### src/rtl/operand_sequencer_pkg.sv
// ============================================================================
// Module  : ebmc_operand_pkg
// Purpose : Shared operand-set type and collector word index for the
//           x/y/z/h operand sequencer.
// Revision: 1.0 - initial release
// ============================================================================
`default_nettype none

package ebmc_operand_pkg;

    localparam int OPW = 32;

    typedef struct packed {
        logic [OPW-1:0] x;
        logic [OPW-1:0] y;
        logic [OPW-1:0] z;
        logic [OPW-1:0] h;
    } operand_set_t;

    typedef enum logic [1:0] {
        IDX_X = 2'd0,
        IDX_Y = 2'd1,
        IDX_Z = 2'd2,
        IDX_H = 2'd3
    } word_idx_e;

endpackage

`default_nettype wire

### src/rtl/operand_sequencer_fifo.sv
// ============================================================================
// Module  : operand_fifo
// Purpose : Synchronous FIFO of complete operand sets with occupancy count.
// Revision: 1.0 - initial release
// ============================================================================
`default_nettype none

module operand_fifo
    import ebmc_operand_pkg::*;
#(
    parameter int DEPTH = 2
) (
    input  logic                         clk,
    input  logic                         reset,
    input  logic                         push,
    input  operand_set_t                 push_data,
    input  logic                         pop,
    output operand_set_t                 head,
    output logic                         full,
    output logic                         empty,
    output logic [$clog2(DEPTH+1)-1:0]   count
);

    localparam int PW = $clog2(DEPTH);
    localparam int CW = $clog2(DEPTH+1);
    localparam logic [CW-1:0] c_full_count = CW'(DEPTH);

    operand_set_t  r_mem [DEPTH];
    logic [PW-1:0] r_wr_ptr;
    logic [PW-1:0] r_rd_ptr;
    logic [CW-1:0] r_count;
    logic          w_push;
    logic          w_pop;

    assign full   = (r_count == c_full_count);
    assign empty  = (r_count == '0);
    assign count  = r_count;
    assign head   = r_mem[r_rd_ptr];
    assign w_push = push && !full;
    assign w_pop  = pop && !empty;

    always_ff @(posedge clk) begin
        if (w_push) begin
            r_mem[r_wr_ptr] <= push_data;
        end
    end

    // Pointers wrap naturally because DEPTH is a power of two.
    always_ff @(posedge clk or posedge reset) begin
        if (reset) begin
            r_wr_ptr <= '0;
            r_rd_ptr <= '0;
            r_count  <= '0;
        end else begin
            if (w_push) begin
                r_wr_ptr <= r_wr_ptr + 1'b1;
            end
            if (w_pop) begin
                r_rd_ptr <= r_rd_ptr + 1'b1;
            end
            case ({w_push, w_pop})
                2'b10:   r_count <= r_count + 1'b1;
                2'b01:   r_count <= r_count - 1'b1;
                default: r_count <= r_count;
            endcase
        end
    end

endmodule

`default_nettype wire

### src/rtl/operand_sequencer.sv
// ============================================================================
// Module  : operand_sequencer
// Purpose : Groups a serial word stream into x/y/z/h operand sets, drops
//           malformed frames and buffers complete sets for the datapath.
// Revision: 1.0 - initial release
// ============================================================================
`default_nettype none

module operand_sequencer
    import ebmc_operand_pkg::*;
#(
    parameter int WIDTH = OPW,
    parameter int DEPTH = 2
) (
    input  logic                         clk,
    input  logic                         reset,
    input  logic                         in_valid,
    output logic                         in_ready,
    input  logic [WIDTH-1:0]             in_data,
    input  logic                         in_last,
    output logic                         out_valid,
    input  logic                         out_ready,
    output logic [WIDTH-1:0]             x,
    output logic [WIDTH-1:0]             y,
    output logic [WIDTH-1:0]             z,
    output logic [WIDTH-1:0]             h,
    output logic [$clog2(DEPTH+1)-1:0]   set_count,
    output logic                         err_frame
);

    word_idx_e        r_idx;
    logic [WIDTH-1:0] r_x;
    logic [WIDTH-1:0] r_y;
    logic [WIDTH-1:0] r_z;
    logic             r_err;

    logic             w_accept;
    logic             w_is_h;
    logic             w_push;
    logic             w_bad;
    logic             w_full;
    logic             w_empty;
    operand_set_t     w_push_set;
    operand_set_t     w_head;

    assign w_accept   = in_valid && in_ready;
    assign w_is_h     = (r_idx == IDX_H);
    assign w_push     = w_accept && w_is_h && in_last;
    // A frame is malformed whenever in_last disagrees with the word position.
    assign w_bad      = w_accept && (in_last != w_is_h);
    assign w_push_set = '{x: r_x, y: r_y, z: r_z, h: in_data};

    // in_ready deliberately ignores out_ready so a same-cycle pop cannot
    // create a combinational path from the consumer back to the producer.
    assign in_ready   = !reset && (!w_is_h || !w_full);
    assign out_valid  = !w_empty;
    assign err_frame  = r_err;

    assign x = out_valid ? w_head.x : '0;
    assign y = out_valid ? w_head.y : '0;
    assign z = out_valid ? w_head.z : '0;
    assign h = out_valid ? w_head.h : '0;

    always_ff @(posedge clk or posedge reset) begin
        if (reset) begin
            r_idx <= IDX_X;
            r_x   <= '0;
            r_y   <= '0;
            r_z   <= '0;
            r_err <= 1'b0;
        end else begin
            r_err <= w_bad;
            if (w_accept) begin
                case (r_idx)
                    IDX_X: begin
                        r_x   <= in_data;
                        r_idx <= in_last ? IDX_X : IDX_Y;
                    end
                    IDX_Y: begin
                        r_y   <= in_data;
                        r_idx <= in_last ? IDX_X : IDX_Z;
                    end
                    IDX_Z: begin
                        r_z   <= in_data;
                        r_idx <= in_last ? IDX_X : IDX_H;
                    end
                    default: begin
                        r_idx <= IDX_X;
                    end
                endcase
            end
        end
    end

    operand_fifo #(
        .DEPTH (DEPTH)
    ) u_fifo (
        .clk       (clk),
        .reset     (reset),
        .push      (w_push),
        .push_data (w_push_set),
        .pop       (out_ready),
        .head      (w_head),
        .full      (w_full),
        .empty     (w_empty),
        .count     (set_count)
    );

endmodule

`default_nettype wire

### config.mk
export PLATFORM = sky130hd
export DESIGN_NAME = operand_sequencer
export DESIGN_NICKNAME = d
export VERILOG_FILES = /design/src/rtl/operand_sequencer_pkg.sv /design/src/rtl/operand_sequencer_fifo.sv /design/src/rtl/operand_sequencer.sv
export SDC_FILE = /design/constraint.sdc
export NUM_CORES = 1
export LEC_CHECK = 0
export CORE_MARGIN = 2
export CORE_UTILIZATION = 58
export CTS_BUF_LIST = sky130_fd_sc_hd__clkbuf_8
export CTS_CLUSTER_SIZE = 14
export DETAILED_ROUTE_END_ITERATION = 10
export GPL_TIMING_DRIVEN = 1
export PLACE_DENSITY = 0.91
export SYNTH_ARGS = -nofsm -noshare
export SYNTH_HDL_FRONTEND = slang
export SYNTH_HIERARCHICAL = 1
export SYNTH_SLANG_ARGS = --single-unit
### constraint.sdc
create_clock -name clk -period 7.9 [get_ports clk]
set_clock_uncertainty 0.2 [all_clocks]
set_input_delay 1.58 -clock clk [delete_from_list [all_inputs] [get_ports clk]]
set_output_delay 1.58 -clock clk [all_outputs]
set_load 0.1 [all_outputs]
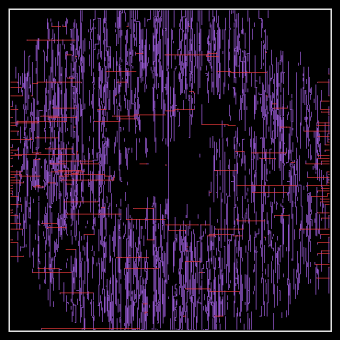
Figure 1: signal wires by layer.
Drawn at 2 px/um. Two of the layers only.
legend:
  M3:
    colour: red
    wire_length: 1290 um
  M2:
    colour: purple
    wire_length: 14300 um
vias after detailed routing: 7325
gr usage total: 21.5%
routed wire length: 27500 um
per-cell routed wire length: 20.3 um

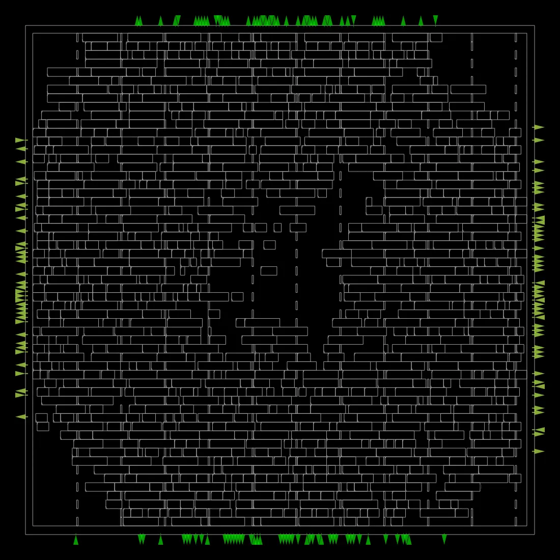
Figure 2: placement view.
Rows: 57
Well Taps: 324
sequential cell count of the final layout: 359

==> summary.txt <==
From the run reports.

- The run finished with clean final reports.
- The launching instance or port of the critical path reads u_fifo/r_rd_ptr.
- Sorting the synthesized cells by area gives the leading types as sky130_fd_sc_hd__edfxtp_1, sky130_fd_sc_hd__dfrtp_1, sky130_fd_sc_hd__mux2_2, sky130_fd_sc_hd__nor2b_1, sky130_fd_sc_hd__buf_6.
- Setup repair after global routing left no endpoint under its margin.
- The first-pass GRT wire length is 42800 um.
- After synthesis, the chip area reported by Yosys is 14200 um^2.
- The max capacitance violation total reads 0.
- The number of global-route vias before repair is 7795.
- RePlAce ended its routability-driven mode at a weighted congestion of 0.733.
- The total global routing overflow reads 0.
- The min-delay analysis places its worst path in the category reg -> reg.
- The area share of buffers outside the clock network is 10.3%.
- Looking at the clock tree report, the H-tree level count equals 2.
- According to the floorplan report, the die width is 160 um.
- The register-to-register setup slack reads 4760 ps.
- The fraction of area in multi-input gates reads 20.8%.
- The detailed placement HPWL reads 15700 um.
- The worst setup timing slack at the placement stage is 2700 ps.
- The layer carrying the most global-route usage is met2.
- The clock network contribution to total cell area reads 6.76%.
- The core region is 24100 um^2.
- The critical path ends at h[31].
- The cell type contributing the most total cell area after synthesis reads sky130_fd_sc_hd__edfxtp_1.
- The tally of clock buffers in the finished layout reads 72.
- The final timing summary puts the cycle share of the worst path at 70.4%.
- The critical path required time reads 6120 ps.
- Adding up every negative setup slack in the final design gives 0 ps.
- The fraction of area in registers reads 59.6%.
- The layout buffer count excluding clock buffers reads 181.
- Looking at the critical path, the highest net fanout was 51.
- The origin of the critical flop-to-flop path reads u_fifo/count[0].
- The share of layout cells above drive strength 1 is 31.4%.
- The buffer levels on the longest clock path is 3.
- The die area reads 25700 um^2.
- The post-synthesis area per instance is 18.0 um^2.
- In the global route stage, met3 resource usage came out at 3.84%.
- The post-CTS setup buffer count reads 0.
- The layout filler cell count reads 1495.
- The pin closest to its max-slew limit shows a slew of 1160 ps.
- The detail-routed via count per cell is 5.42.
- The post-cts gate resize count is 0.
- The skew report gives the latency at the later pin of the worst-skew pair as 560 ps.
- The number of logic inverters in the finished layout is 4.
- The worst register-to-register path ends at u_fifo/r_mem[0][61].
- The number of antenna violations at the first check in global routing is 1.
- The upper clock frequency limit is 180 MHz.
- The multi-input combinational cell count is 383.
- The tightest slew margin relative to the limit reads 22.8%.
- The net count after synthesis is 823.
- The yosys warning tally reads 6.
- The overall die height is 160 um.
- The final hold slack reads 260 ps.
- The final standard cell utilization of the core is 71.4%.
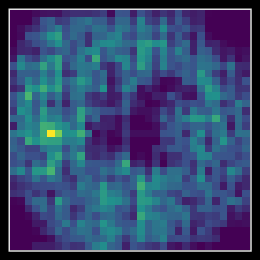
Figure 3: routed metal per tile.
Drawn at 1.5 px/um. The die is cut into 32 by 32 equal tiles; dark purple is low, yellow is high, scaled to the fullest tile. Values are wire area over tile area, all layers added.
emptiest ninth of the die: centre
tiles over half the peak: 6.1%
mean over tiles: 0.17

-- metrics by stage --
step	cells	cell area, um^2
after detailed placement	1251	16100
after global placement	1251	16100
after CTS	1351	17200
after global routing	1352	17200
after floorplan	785	14200
final	1352	17200
-- cell families (layout without fill, tap and decap cells) --
family | count (synthesis) | in the layout | synth area share, %
other cells | 0 | 1 | 0
simple gates | 147 | 147 | 6.68
xor+xnor | 5 | 5 | 0.310
flops | 359 | 359 | 72.5
mux | 225 | 225 | 17.9
buf+inv | 43 | 285 | 2.30
fa+ha+maj | 1 | 1 | 0.0884
compound gates | 5 | 5 | 0.194
-- how the worst min path moves through the flow --
stage,from,slack (ps),cells past startpoint,endpoint
floorplan,r_x[23],230,0,u_fifo/r_mem[0][119]
CTS,r_y[29],260,0,u_fifo/r_mem[0][93]
global route,r_z[16],280,0,u_fifo/r_mem[0][48]
detailed placement,r_y[24],250,0,u_fifo/r_mem[0][88]
global placement,r_y[7],240,0,u_fifo/r_mem[1][71]
finish,r_z[30],260,0,u_fifo/r_mem[1][62]
-- critical path, stage by stage, from the launching register on --
cell and delay, ps:
sky130_fd_sc_hd__dfrtp_4 900, sky130_fd_sc_hd__buf_4 610, sky130_fd_sc_hd__mux2_2 280, sky130_fd_sc_hd__nor2b_1 190, sky130_fd_sc_hd__clkdlybuf4s50_1 1180
-- flip-flops by register name, indices dropped and copies added (netlist names) --
signal	cells
u_fifo/r_mem	256
err_frame	1
u_fifo/r_rd_ptr	1
u_fifo/count	2
r_z	32
r_x	32
r_y	32
u_fifo/r_wr_ptr	1
r_idx	2
-- routing by layer --
metal / wire length (um) / share of wire [%]
met5: 0 / 0
met4: 612 / 2.2
met3: 1290 / 4.7
met2: 14300 / 52
met1: 11300 / 41
-- synthesized netlist by cell type --
| cell | instances |
|---|---|
| sky130_fd_sc_hd__a21oi_1 | 1 |
| sky130_fd_sc_hd__and2_1 | 1 |
| sky130_fd_sc_hd__and3_1 | 1 |
| sky130_fd_sc_hd__buf_2 | 2 |
| sky130_fd_sc_hd__buf_4 | 3 |
| sky130_fd_sc_hd__buf_6 | 20 |
| sky130_fd_sc_hd__clkbuf_1 | 14 |
| sky130_fd_sc_hd__dfrtp_1 | 103 |
| sky130_fd_sc_hd__edfxtp_1 | 256 |
| sky130_fd_sc_hd__ha_1 | 1 |
| sky130_fd_sc_hd__inv_1 | 4 |
| sky130_fd_sc_hd__mux2_1 | 5 |
| sky130_fd_sc_hd__mux2_2 | 219 |
| sky130_fd_sc_hd__mux2i_1 | 1 |
| sky130_fd_sc_hd__nand2_1 | 3 |
| sky130_fd_sc_hd__nand2b_1 | 1 |
| sky130_fd_sc_hd__nand2b_4 | 1 |
| sky130_fd_sc_hd__nor2_1 | 6 |
| sky130_fd_sc_hd__nor2b_1 | 129 |
| sky130_fd_sc_hd__nor3_4 | 1 |
| sky130_fd_sc_hd__nor3b_4 | 2 |
| sky130_fd_sc_hd__nor4b_1 | 2 |
| sky130_fd_sc_hd__o21ai_0 | 3 |
| sky130_fd_sc_hd__o31ai_1 | 1 |
| sky130_fd_sc_hd__xnor2_1 | 3 |
| sky130_fd_sc_hd__xor2_1 | 2 |
